### src/rtl/sdram_arb_pkg.sv
// sdram_arb_pkg: shared widths, read return tag and arbiter FSM state
// for the sdram_arbiter slice.
package sdram_arb_pkg;

    localparam int ADDR_W = 20;
    localparam int LEN_W  = 4;
    localparam int DATA_W = 16;
    localparam int PORT_W = 2;

    typedef struct packed {
        logic [PORT_W-1:0] port;
        logic [LEN_W-1:0]  len;
    } rd_tag_t;

    typedef enum logic {
        IDLE = 1'b0,
        REQ  = 1'b1
    } arb_state_t;

    // Round-robin successor of port p among n ports.
    function automatic logic [PORT_W-1:0] next_port(
        input logic [PORT_W-1:0] p,
        input int                n
    );
        if (int'(p) >= n - 1) return '0;
        return p + PORT_W'(1);
    endfunction

endpackage

### src/rtl/rr_arbiter.sv
// rr_arbiter: picks the first requester at or after ptr (wrapping).
// Ports: req/ptr/en in; one-hot grant, grant index and valid out.
module rr_arbiter
    import sdram_arb_pkg::*;
#(
    parameter int N = 3
) (
    input  logic [N-1:0]      req,
    input  logic [PORT_W-1:0] ptr,
    input  logic              en,
    output logic [N-1:0]      grant,
    output logic [PORT_W-1:0] idx,
    output logic              valid
);

    logic              hi_v;
    logic              lo_v;
    logic [PORT_W-1:0] hi_i;
    logic [PORT_W-1:0] lo_i;

    // Scan downward so the lowest matching port wins; hi_* covers ports
    // at/after ptr, lo_* is the wrap-around fallback.
    always_comb begin
        hi_v = 1'b0;
        lo_v = 1'b0;
        hi_i = '0;
        lo_i = '0;
        for (int p = N - 1; p >= 0; p--) begin
            if (req[p]) begin
                lo_v = 1'b1;
                lo_i = PORT_W'(p);
                if (PORT_W'(p) >= ptr) begin
                    hi_v = 1'b1;
                    hi_i = PORT_W'(p);
                end
            end
        end
        valid = en && lo_v;
        idx   = hi_v ? hi_i : lo_i;
        grant = '0;
        for (int p = 0; p < N; p++) begin
            grant[p] = valid && (idx == PORT_W'(p));
        end
    end

endmodule

### src/rtl/sdram_arbiter.sv
// sdram_arbiter: round-robin sharing of one sdram controller's read and
// write channels among NPORTS clients, with a read return queue that
// routes rd_rdy beats to the owning client. Ports: cli_* client side,
// rd_*/wr_* controller side, err_stray sticky stray-data flag.
module sdram_arbiter
    import sdram_arb_pkg::*;
#(
    parameter int NPORTS   = 3,
    parameter int RQ_DEPTH = 2
) (
    input  logic                     clk,
    input  logic                     reset_n,
    input  logic [NPORTS*ADDR_W-1:0] cli_rd_addr,
    input  logic [NPORTS*LEN_W-1:0]  cli_rd_len,
    input  logic [NPORTS-1:0]        cli_rd_req,
    output logic [NPORTS-1:0]        cli_rd_ack,
    output logic [DATA_W-1:0]        cli_rd_data,
    output logic [NPORTS-1:0]        cli_rd_rdy,
    input  logic [NPORTS*ADDR_W-1:0] cli_wr_addr,
    input  logic [NPORTS*DATA_W-1:0] cli_wr_data,
    input  logic [NPORTS*LEN_W-1:0]  cli_wr_len,
    input  logic [NPORTS-1:0]        cli_wr_req,
    output logic [NPORTS-1:0]        cli_wr_ack,
    output logic [ADDR_W-1:0]        rd_addr,
    output logic [LEN_W-1:0]         rd_len,
    output logic                     rd_req,
    input  logic                     rd_ack,
    input  logic [DATA_W-1:0]        rd_data,
    input  logic                     rd_rdy,
    output logic [ADDR_W-1:0]        wr_addr,
    output logic [DATA_W-1:0]        wr_data,
    output logic [LEN_W-1:0]         wr_len,
    output logic                     wr_req,
    input  logic                     wr_ack,
    output logic                     err_stray
);

    localparam int QW = (RQ_DEPTH > 1) ? $clog2(RQ_DEPTH) : 1;

    // ---------------- read channel ----------------
    arb_state_t        rd_state;
    arb_state_t        rd_state_nx;
    logic [PORT_W-1:0] rd_ptr;
    logic [PORT_W-1:0] rd_g;
    logic [NPORTS-1:0] rd_oh;
    logic [NPORTS-1:0] rd_gnt;
    logic [PORT_W-1:0] rd_idx;
    logic              rd_gv;
    logic              rd_en;
    logic              rd_busy;
    logic              rd_push;
    logic [ADDR_W-1:0] rd_addr_mx;
    logic [LEN_W-1:0]  rd_len_mx;

    // ---------------- return queue ----------------
    rd_tag_t           rq [RQ_DEPTH];
    rd_tag_t           hd;
    logic [QW-1:0]     head;
    logic [QW-1:0]     tail;
    logic [QW:0]       fill;
    logic [LEN_W-1:0]  beat;
    logic              empty;
    logic              rd_pop;

    // ---------------- write channel ----------------
    arb_state_t        wr_state;
    arb_state_t        wr_state_nx;
    logic [PORT_W-1:0] wr_ptr;
    logic [PORT_W-1:0] wr_g;
    logic [NPORTS-1:0] wr_oh;
    logic [NPORTS-1:0] wr_gnt;
    logic [PORT_W-1:0] wr_idx;
    logic              wr_gv;
    logic              wr_en;
    logic              wr_busy;
    logic              wr_done;
    logic [ADDR_W-1:0] wr_addr_mx;
    logic [DATA_W-1:0] wr_data_mx;
    logic [LEN_W-1:0]  wr_len_mx;

    assign rd_busy = (rd_state == REQ);
    assign wr_busy = (wr_state == REQ);
    assign rd_push = rd_busy && rd_ack;
    assign wr_done = wr_busy && wr_ack;

    // Reserve a slot for a burst still waiting on rd_ack so its push
    // can never overflow the queue.
    assign rd_en = (rd_state == IDLE)
                && (int'(fill) + int'(rd_busy) < RQ_DEPTH);
    assign wr_en = (wr_state == IDLE);

    rr_arbiter #(.N(NPORTS)) u_rd_rr (
        .req   (cli_rd_req),
        .ptr   (rd_ptr),
        .en    (rd_en),
        .grant (rd_gnt),
        .idx   (rd_idx),
        .valid (rd_gv)
    );

    rr_arbiter #(.N(NPORTS)) u_wr_rr (
        .req   (cli_wr_req),
        .ptr   (wr_ptr),
        .en    (wr_en),
        .grant (wr_gnt),
        .idx   (wr_idx),
        .valid (wr_gv)
    );

    // Field muxes for the port being granted this cycle.
    always_comb begin
        rd_addr_mx = '0;
        rd_len_mx  = '0;
        wr_addr_mx = '0;
        wr_data_mx = '0;
        wr_len_mx  = '0;
        for (int p = 0; p < NPORTS; p++) begin
            if (rd_idx == PORT_W'(p)) begin
                rd_addr_mx = cli_rd_addr[p*ADDR_W +: ADDR_W];
                rd_len_mx  = cli_rd_len[p*LEN_W +: LEN_W];
            end
            if (wr_idx == PORT_W'(p)) begin
                wr_addr_mx = cli_wr_addr[p*ADDR_W +: ADDR_W];
                wr_data_mx = cli_wr_data[p*DATA_W +: DATA_W];
                wr_len_mx  = cli_wr_len[p*LEN_W +: LEN_W];
            end
        end
    end

    // ---------------- FSM next state ----------------
    always_comb begin
        rd_state_nx = rd_state;
        case (rd_state)
            IDLE: if (rd_gv)  rd_state_nx = REQ;
            REQ:  if (rd_ack) rd_state_nx = IDLE;
        endcase
    end

    always_comb begin
        wr_state_nx = wr_state;
        case (wr_state)
            IDLE: if (wr_gv)  wr_state_nx = REQ;
            REQ:  if (wr_ack) wr_state_nx = IDLE;
        endcase
    end

    always_ff @(posedge clk or negedge reset_n) begin
        if (!reset_n) begin
            rd_state <= IDLE;
            wr_state <= IDLE;
        end else begin
            rd_state <= rd_state_nx;
            wr_state <= wr_state_nx;
        end
    end

    // ---------------- read request registers ----------------
    always_ff @(posedge clk or negedge reset_n) begin
        if (!reset_n) begin
            rd_ptr  <= '0;
            rd_g    <= '0;
            rd_oh   <= '0;
            rd_req  <= 1'b0;
            rd_addr <= '0;
            rd_len  <= '0;
        end else if (rd_gv) begin
            rd_g    <= rd_idx;
            rd_oh   <= rd_gnt;
            rd_req  <= 1'b1;
            rd_addr <= rd_addr_mx;
            rd_len  <= rd_len_mx;
        end else if (rd_push) begin
            rd_req  <= 1'b0;
            rd_ptr  <= next_port(rd_g, NPORTS);
        end
    end

    // ---------------- write request registers ----------------
    always_ff @(posedge clk or negedge reset_n) begin
        if (!reset_n) begin
            wr_ptr  <= '0;
            wr_g    <= '0;
            wr_oh   <= '0;
            wr_req  <= 1'b0;
            wr_addr <= '0;
            wr_data <= '0;
            wr_len  <= '0;
        end else if (wr_gv) begin
            wr_g    <= wr_idx;
            wr_oh   <= wr_gnt;
            wr_req  <= 1'b1;
            wr_addr <= wr_addr_mx;
            wr_data <= wr_data_mx;
            wr_len  <= wr_len_mx;
        end else if (wr_done) begin
            wr_req  <= 1'b0;
            wr_ptr  <= next_port(wr_g, NPORTS);
        end
    end

    assign cli_rd_ack = rd_oh & {NPORTS{rd_push}};
    assign cli_wr_ack = wr_oh & {NPORTS{wr_done}};

    // ---------------- return queue ----------------
    assign hd     = rq[head];
    assign empty  = (fill == '0);
    assign rd_pop = rd_rdy && !empty && (beat == hd.len);

    always_ff @(posedge clk or negedge reset_n) begin
        if (!reset_n) begin
            for (int i = 0; i < RQ_DEPTH; i++) begin
                rq[i] <= '0;
            end
            head      <= '0;
            tail      <= '0;
            fill      <= '0;
            beat      <= '0;
            err_stray <= 1'b0;
        end else begin
            if (rd_push) begin
                rq[tail] <= '{port: rd_g, len: rd_len};
                tail     <= tail + 1'b1;
            end
            if (rd_pop) begin
                head <= head + 1'b1;
            end
            if (rd_push && !rd_pop) begin
                fill <= fill + 1'b1;
            end else if (rd_pop && !rd_push) begin
                fill <= fill - 1'b1;
            end
            if (rd_rdy && !empty) begin
                beat <= rd_pop ? '0 : beat + 1'b1;
            end
            if (rd_rdy && empty) begin
                err_stray <= 1'b1;
            end
        end
    end

    assign cli_rd_data = rd_data;

    always_comb begin
        cli_rd_rdy = '0;
        for (int p = 0; p < NPORTS; p++) begin
            cli_rd_rdy[p] = rd_rdy && !empty && (hd.port == PORT_W'(p));
        end
    end

endmodule

### config.mk
export PLATFORM = sky130hd
export DESIGN_NAME = sdram_arbiter
export DESIGN_NICKNAME = d
export VERILOG_FILES = /design/src/rtl/sdram_arb_pkg.sv /design/src/rtl/rr_arbiter.sv /design/src/rtl/sdram_arbiter.sv
export SDC_FILE = /design/constraint.sdc
export NUM_CORES = 1
export LEC_CHECK = 0
export CORE_AREA = 3 3 119 121
export DETAILED_ROUTE_END_ITERATION = 6
export DIE_AREA = 0 0 122 124
export DONT_BUFFER_PORTS = 1
export PLACE_DENSITY = 0.7
export SETUP_SLACK_MARGIN = 0.02
export SLEW_MARGIN = 20
export SYNTH_ARGS = -nofsm -noshare
export SYNTH_HDL_FRONTEND = slang
export SYNTH_SLANG_ARGS = --single-unit
### constraint.sdc
create_clock -name clk -period 1.7 [get_ports clk]
set_input_delay 0.255 -clock clk [delete_from_list [all_inputs] [get_ports clk]]
set_output_delay 0.255 -clock clk [all_outputs]
set_load 0.01 [all_outputs]
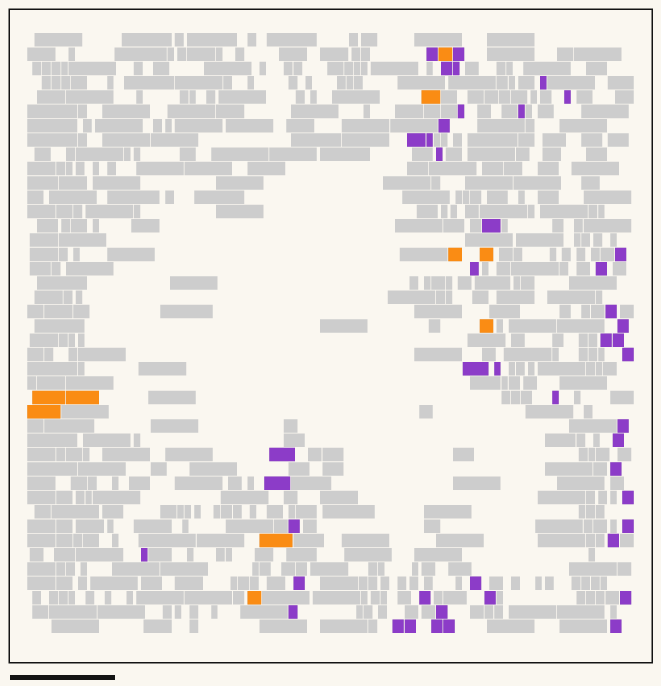
*Selected gate families, run 1*
Scale bar: 20 um.
[nor cells] purple | cells: 46
[non-inverting ao/oa cells] orange | cells: 10 | where: widely spread
Comb/total area: 44.2%
most frequent logic cell in the layout: dfrtp_1
final std cells w/o fill: 764

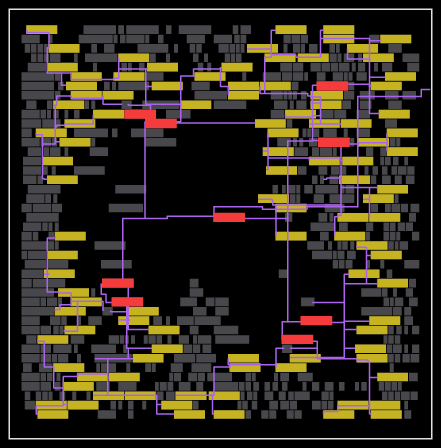
*Clock wires, drivers and flops, run 1*
[clock wires] purple | length: 1290 um
[flip-flops] yellow | count: 103
[clock drivers] red | count: 9
routed clock nets: 10
flops lie: widely spread
Max Clock Skew: 12.2 ps
clock latency on the worst-skew pair: 340 ps
Clock Power Share: 20.9%
P_clk: 0.00228 W

==> ci_impl_report.md, run 1 <==
### Metrics collected by this job

| Metric | Value |
|---|---|
| Layout cell share with drive strength beyond 1 | `between 20 and 30%` |
| FF-to-FF Start | `head` |
| Critical path fanouts, max | `5` |
| Ys flop type | `dfrtp_1` |
| Slowest library cell on the worst path | `dfrtp_2` |
| Startpoint types | `flip-flop` |
| Adder share | `less than 1%` |
| Cell Area, Synth | `0.00565 mm2` |
| Global-route wire length before repair | `roughly 24000 um` |
| Top power group | `registers` |
| Dominant comb cell | `AND-OR/OR-AND gates` |
| Ys cells | `about 570` |
| Synth top area share | `roughly 46%` |
| Design Area, Final | `0.00703 mm2` |
| Shortest period the worst path allows | `about 1800 ps` |
| RSZ-0062 raised after global routing | `true` |
| Final-stage net count | `~800` |
| NetSw | `~0.0043 W` |
| Synth Area in Compound Gates | `28.9%` |
| Vias | `4665` |
| CP Data Arrival Time | `roughly 2100 ps` |
| XOR/XNOR Area Share | `roughly 1.6%` |
| Pwr/cell area | `between 1500 and 2000 mW/mm2` |
| # DRC | `0` |
| Row count | `~42` |
| Final hold violations | `approximately 100` |
| Max incr delay on CP | `roughly 450 ps` |
| Final Max Slew Viols | `0` |
| GRT Total Usage | `approximately a fifth` |
| Setup violations, final | `11` |
| Initial antenna violation count | `0` |
| Via density per instance | `just over 6` |
| Final Cycle Share | `105%` |
| Syn Inst Count | `573` |
| Clock sinks | `103` |
| Max-cap check violation count | `0` |
| Area Overhead vs Synth | `24.4%` |
| Synth Seq Share | `45.6%` |
| Largest area contributor in the synthesized netlist | `dfrtp_1` |
| Vias in the first global route | `4436` |
| Int Power | `approximately 0.0067 W` |
| R2R depth | `8` |
| Failing checks | `negative hold slack, negative setup slack` |
| Seq pwr | `0.00448 W` |
| Chip area in the Yosys report | `approximately 0.0057 mm2` |
| WP data required | `slightly below 2000 ps` |
| Vertical die size | `124 um` |
| Final Routed Wirelength | `18500 um` |
| FILL cells | `approximately 1100` |
| Pre-Repair DR Iteration Count | `5` |
| Wire per inst | `around 24 um` |
| Synth Area in Simple Gates | `a little over an eighth` |
| Post-cts hold buffer count | `2` |
| Setup crit end | `fill[1]` |
| PnR worst setup slack | `-86.3 ps` |
| CTS tree | `built` |
| Fin Hold WS | `-402 ps` |
| Post-route ant nets | `0` |
| Port bufs | `0` |
| Clock root cell | `clkbuf_16` |
| First DRT Iteration DRCs | `between 200 and 250` |
| VDD IR max | `approximately 630 uV` |
| FMAX | `approximately 560 MHz` |
| Hold WC Path Type | `in2async` |
| Synth Area per Inst | `9.86 um2` |
| Total CTS buffers | `9` |
| Sw frac | `roughly two fifths` |
| #FFs+latches synth | `between 100 and 150` |
| Relative slew margins | `72.0%` |
| Clock-pin slew on the worst setup and hold paths | `approximately 80 ps` |
| Remaining Overflow, GRT | `0` |
| Part of the power in combinational logic | `between 30% and 40%` |
| Seq pwr share | `41.1%` |
| MUX share of area | `under 10%` |
| CTS Buffer Depth | `2` |
| Ant. Diodes | `0` |
| Run status | `finished with violations` |
| IO Pins | `311` |
| Comb. pwr | `slightly above 0.004 W` |
| CP startpoint | `head` |
| Flop2flop setup slack | `-90 ps` |
| Die ar. | `~0.015 mm2` |
| WS Path Type | `reg2reg` |
| Final HPWL DP | `11400 um` |
| Ys async rst share | `100%` |
| Die Span X | `122 um` |
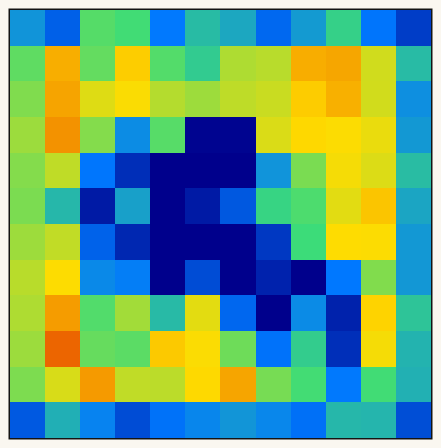
*Cell density map, run 1*
12 x 12 tiles, from dark blue (low) to red (high), 0 to 100% covered.
tiles over 75% full: 12%
mean over tiles: 45%
emptiest ninth of the die: center
FP Util: 42.8%
final core occ: 53.3%
area of the core: 0.0132 mm2

[run 1: worst max-delay path, delay by kind of cell, from the launching register on]
| kind | cells | cell delay [ps] |
|---|---|---|
| DFF | 1 | 450 |
| xor gates and xnor gates | 3 | 390 |
| and+or+nand+nor | 3 | 390 |
| muxes | 1 | 250 |
| adders and majority gates | 1 | 230 |
[run 1: cell type report]
type                    instances  share of cell area [%]
clock inverters                 6                    1.39
repair buffers                 54                    11.1
multi-input cells             410                    44.2
well taps                     176                    3.13
flip-flops and latches        103                    36.7
clock buffers                  10                    3.26
inverters                       5                   0.267
[run 1: layer usage]
metal / share of wire [%] / wire length [um] / GRT usage (%)
met1: 36 / 6730 / 23.7
met5: 0 / 0 / 0
met4: 3.3 / 607 / 8.12
met3: 9.5 / 1750 / 5.50
met2: 51 / 9420 / 35.7
[run 1: state kept, by name (all words and copies together) (netlist names), 2 cells and up]
name	cells
rd_g	2
rd_addr	20
wr_addr	20
wr_oh	3
rd_oh	3
wr_ptr	2
beat	4
rd_ptr	2
wr_len	4
rq	12
wr_g	2
wr_data	16
rd_len	4
fill	2
[run 1: synthesized netlist by cell type, types with 3 or more instances]
cell / number
nor2_1: 14
and3_1: 6
o21ai_1: 107
mux2_1: 6
a21oi_1: 3
mux2_2: 6
nor3_1: 3
buf_4: 16
a211oi_1: 23
dfrtp_1: 103
nand2b_1: 3
nor2b_1: 25
buf_6: 9
xor2_1: 6
o21ai_0: 27
or2_1: 3
mux2i_1: 5
buf_2: 23
xnor2_1: 4
inv_1: 4
a21o_1: 3
a221oi_2: 40
clkbuf_1: 10
nand2_1: 93
[run 1: what timing repair did]
action	CTS	global route
pin swaps	17	44
resized	20	62
endpoints found under the hold margin	105	103
gates cloned	4	12
buffers inserted	7	5
setup endpoints to repair	61	69
==> run 1 -> run 2 <==
- ABC_CLOCK_PERIOD_IN_PS: not set -> 1700
- RECOVER_POWER: not set -> 50
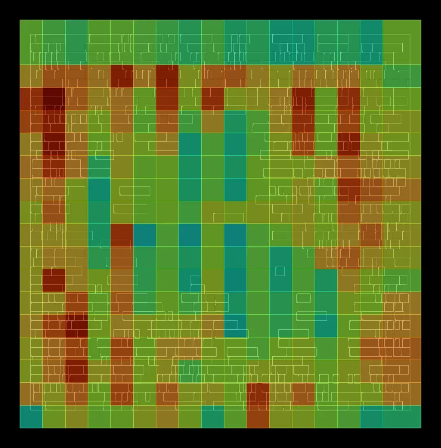
*Routing congestion map, run 2*
met1 Track Usage GR: 23.7%
grt met2 use: 35.7%
GRT Total Usage: 20.4%
met3 Use GR: 5.50%
Top Usage Layer GRT: met2

==> run 2 against run 1 <==
  * The run still ends with negative hold slack, negative setup slack left
  * Count of clock-buffer cells in the layout did not move
  * Worst setup slack did not move
  * Clock skew did not move
  * Final cell count did not move
  * Non-clock buffer count did not move
  * First-iteration DRC count did not move
  * Synthesized cell count did not move
  * Critical path depth did not move
  * Sequential power barely moved
  * Critical path type unchanged
  * Largest cell class unchanged
==> ci_impl_report.md, run 2 <==
### Metrics collected by this job

| Metric | Value |
|---|---|
| Die Span X | `122 um (unchanged)` |
| Post-cts hold buffer count | `2 (unchanged)` |
| Chip area in the Yosys report | `0.00565 mm2 (unchanged)` |
| RSZ-0062 raised after global routing | `true` |
| Shortest period the worst path allows | `1790 ps (unchanged)` |
| Vias in the first global route | `4436 (unchanged)` |
| Via density per instance | `6.10 (about the same)` |
| WS Path Type | `reg2reg` |
| DR top layer | `met4` |
| Port bufs | `0 (unchanged)` |
| Post_cts resized | `20 (unchanged)` |
| Area Overhead vs Synth | `24.4% (about the same)` |
| Cell Area, Synth | `0.00565 mm2 (unchanged)` |
| CTS Buffer Depth | `2 (unchanged)` |
| Remaining Overflow, GRT | `0 (unchanged)` |
| Final hold violations | `103 (unchanged)` |
| Final Cycle Share | `105% (unchanged)` |
| Total CTS buffers | `9 (unchanged)` |
| Area of the core | `0.0132 mm2 (unchanged)` |
| Run status | `finished with violations` |
| Max incr delay on CP | `450 ps (about the same)` |
| Clock root cell | `clkbuf_16` |
| Syn Inst Count | `573 (unchanged)` |
| Pre-Repair DR Iteration Count | `5 (unchanged)` |
| Final core occ | `53.3% (about the same)` |
| FMAX | `560 MHz (unchanged)` |
| Max Clock Skew | `12.2 ps (unchanged)` |
| Clock latency on the worst-skew pair | `340 ps (about the same)` |
| Row count | `42 (unchanged)` |
| Ant. Diodes | `0 (unchanged)` |
| Initial antenna violation count | `0 (unchanged)` |
| Global-route wire length before repair | `23900 um (unchanged)` |
| Final Max Slew Viols | `0 (unchanged)` |
| Clock sinks | `103 (unchanged)` |
| Pwr/cell area | `1550 mW/mm2 (about the same)` |
| Biggest registers after layout | `rd_addr (20), wr_addr (20), wr_data (16)` |
| PnR worst setup slack | `-86.3 ps (unchanged)` |
| Synth Seq Share | `45.6% (unchanged)` |
| M1 wire length | `6720 um (about the same)` |
| Fin Hold WS | `-402 ps (unchanged)` |
| CP Data Arrival Time | `2060 ps (about the same)` |
| Slowest library cell on the worst path | `dfrtp_2` |
| Die ar. | `0.0151 mm2 (unchanged)` |
| Failing checks | `negative hold slack, negative setup slack` |
| Critical path fanouts, max | `5 (unchanged)` |
| Final std cells w/o fill | `764 (unchanged)` |
| Relative slew margins | `72.0% (about the same)` |
| Unique cell types | `roughly 48` |
| Most instantiated cells after synthesis | `o21ai_1 (107), dfrtp_1 (103), nand2_1 (93), a221oi_2 (40), o21ai_0 (27)` |
| Largest area contributor in the synthesized netlist | `dfrtp_1` |
| R2R depth | `8 (unchanged)` |
| Ys async rst share | `100% (unchanged)` |
| IO Pins | `311 (unchanged)` |
| Max-cap check violation count | `0 (unchanged)` |
| Post-route ant nets | `0 (unchanged)` |
| CTS tree | `built` |
| Synth top area share | `45.6% (unchanged)` |
| Layout cell share with drive strength beyond 1 | `28.2% (-0.17 points)` |
| Startpoint types | `flip-flop` |
| First DRT Iteration DRCs | `221 (unchanged)` |
| Setup violations, final | `11 (unchanged)` |
| Post-CTS Setup Inserts | `7 (unchanged)` |
| Ys flop type | `dfrtp_1` |
| Largest net degree at the start of global routing | `about 100` |
| # DRC | `0 (unchanged)` |
| Ys cells | `573 (unchanged)` |
| Vertical die size | `124 um (unchanged)` |
| Synth Area per Inst | `9.86 um2 (unchanged)` |
| Wire length on met3 | `1750 um (unchanged)` |
| Hold WC Path Type | `in2async` |
| Syn nets | `about 800` |
| WP data required | `1970 ps (about the same)` |
| Most numerous cell in the Yosys netlist | `o21ai_1` |
| VDD IR max | `625 uV (unchanged)` |
| Most frequent logic cell in the layout | `dfrtp_1` |
| Met2 wire len | `9420 um (about the same)` |
| Clock-pin slew on the worst setup and hold paths | `80 ps (about the same)` |
| Final-stage net count | `804 (unchanged)` |
| Most frequent cells in the layout | `dfrtp_1 (102), nand2_1 (93), o21ai_1 (86)` |
| #FFs+latches synth | `103 (unchanged)` |
| FP Util | `42.8% (unchanged)` |
| Final HPWL DP | `11400 um (unchanged)` |
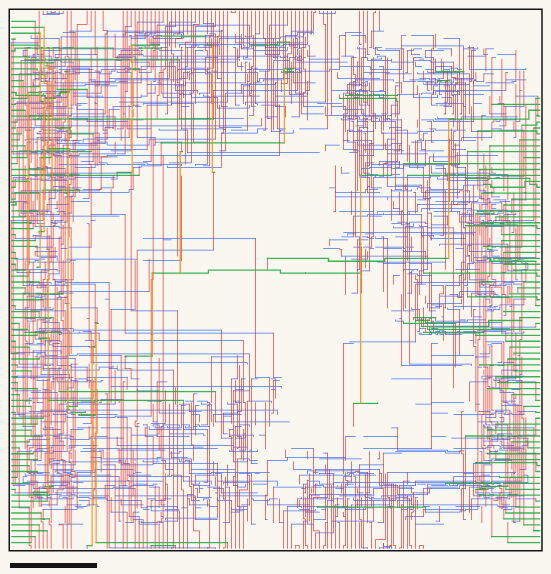
*Metal layers overlaid, run 2*
Scale bar: 20 um.
[metal 2] red | wire length: 9420 um
[metal 3] green | wire length: 1750 um
[metal 4] orange | wire length: 608 um
[metal 1] blue | wire length: 6720 um
Final Routed Wirelength: 18500 um
vias: 4663
wire per inst: 24.2 um

[run 2: report_power, final]
part	switching, W	total [W]	internal [W]
Sequential	0.00111	0.00448	0.00338
Combinational	0.00219	0.00416	0.00197
Clock	0.000960	0.00228	0.00132
[run 2: cell type report]
| cell class | count | area, um2 |
|---|---|---|
| clock buffers | 10 | 229 |
| multi-input cells | 410 | 3110 |
| repair buffers | 54 | 778 |
| well taps | 176 | 220 |
| flip-flops and latches | 103 | 2580 |
| clock inverters | 6 | 97.6 |
| fillers | 1136 | 6160 |
| inverters | 5 | 18.8 |
[run 2: worst paths after layout]
kind,start,end,slack (ps)
setup / recovery,head,fill[1],-90
hold / removal,reset_n,rq[0],-400
setup reg to reg,head,fill[1],-90
hold reg to reg,rd_oh[0],rd_oh[0],480
max in group asynchronous,reset_n,wr_ptr[1],1920
min in group clk,rd_rdy,err_stray,20
[run 2: logic make-up (layout without fill, tap and decap cells)]
logic type,Yosys count,count (layout),synth area share (%)
XOR/XNOR,10,10,1.55
flip-flops,103,103,45.6
AND/OR/NAND/NOR,159,159,13.1
adder cells (fa/ha/maj),2,2,0.443
multiplexers,17,17,3.28
buffers and inverters,64,75,7.09
AND-OR/OR-AND,218,222,28.9
[run 2: critical path, delay by kind of cell, from the launching register on]
family                   cells  cell delay (ps)
XOR/XNOR                     3              390
adder cells (fa/ha/maj)      1              230
flip-flops                   1              450
multiplexers                 1              250
AND/OR/NAND/NOR              3              390
[run 2: metrics by stage]
stage	worst slack [ps]	cell area (um2)	setup TNS, ps	total power [W]
6_report	-86.3	7030	-234	0.0109
3_3_place_gp	-85.6	5830	-875	0.00759
2_1_floorplan	13.6	5660	0	0.00680
4_1_cts	-75.2	6410	-150	0.0104
5_1_grt	-186	7030	-1390	0.0116
3_5_place_dp	-164	5830	-1920	0.00781
No activity file was given, so power comes from the tool's default toggle rates.
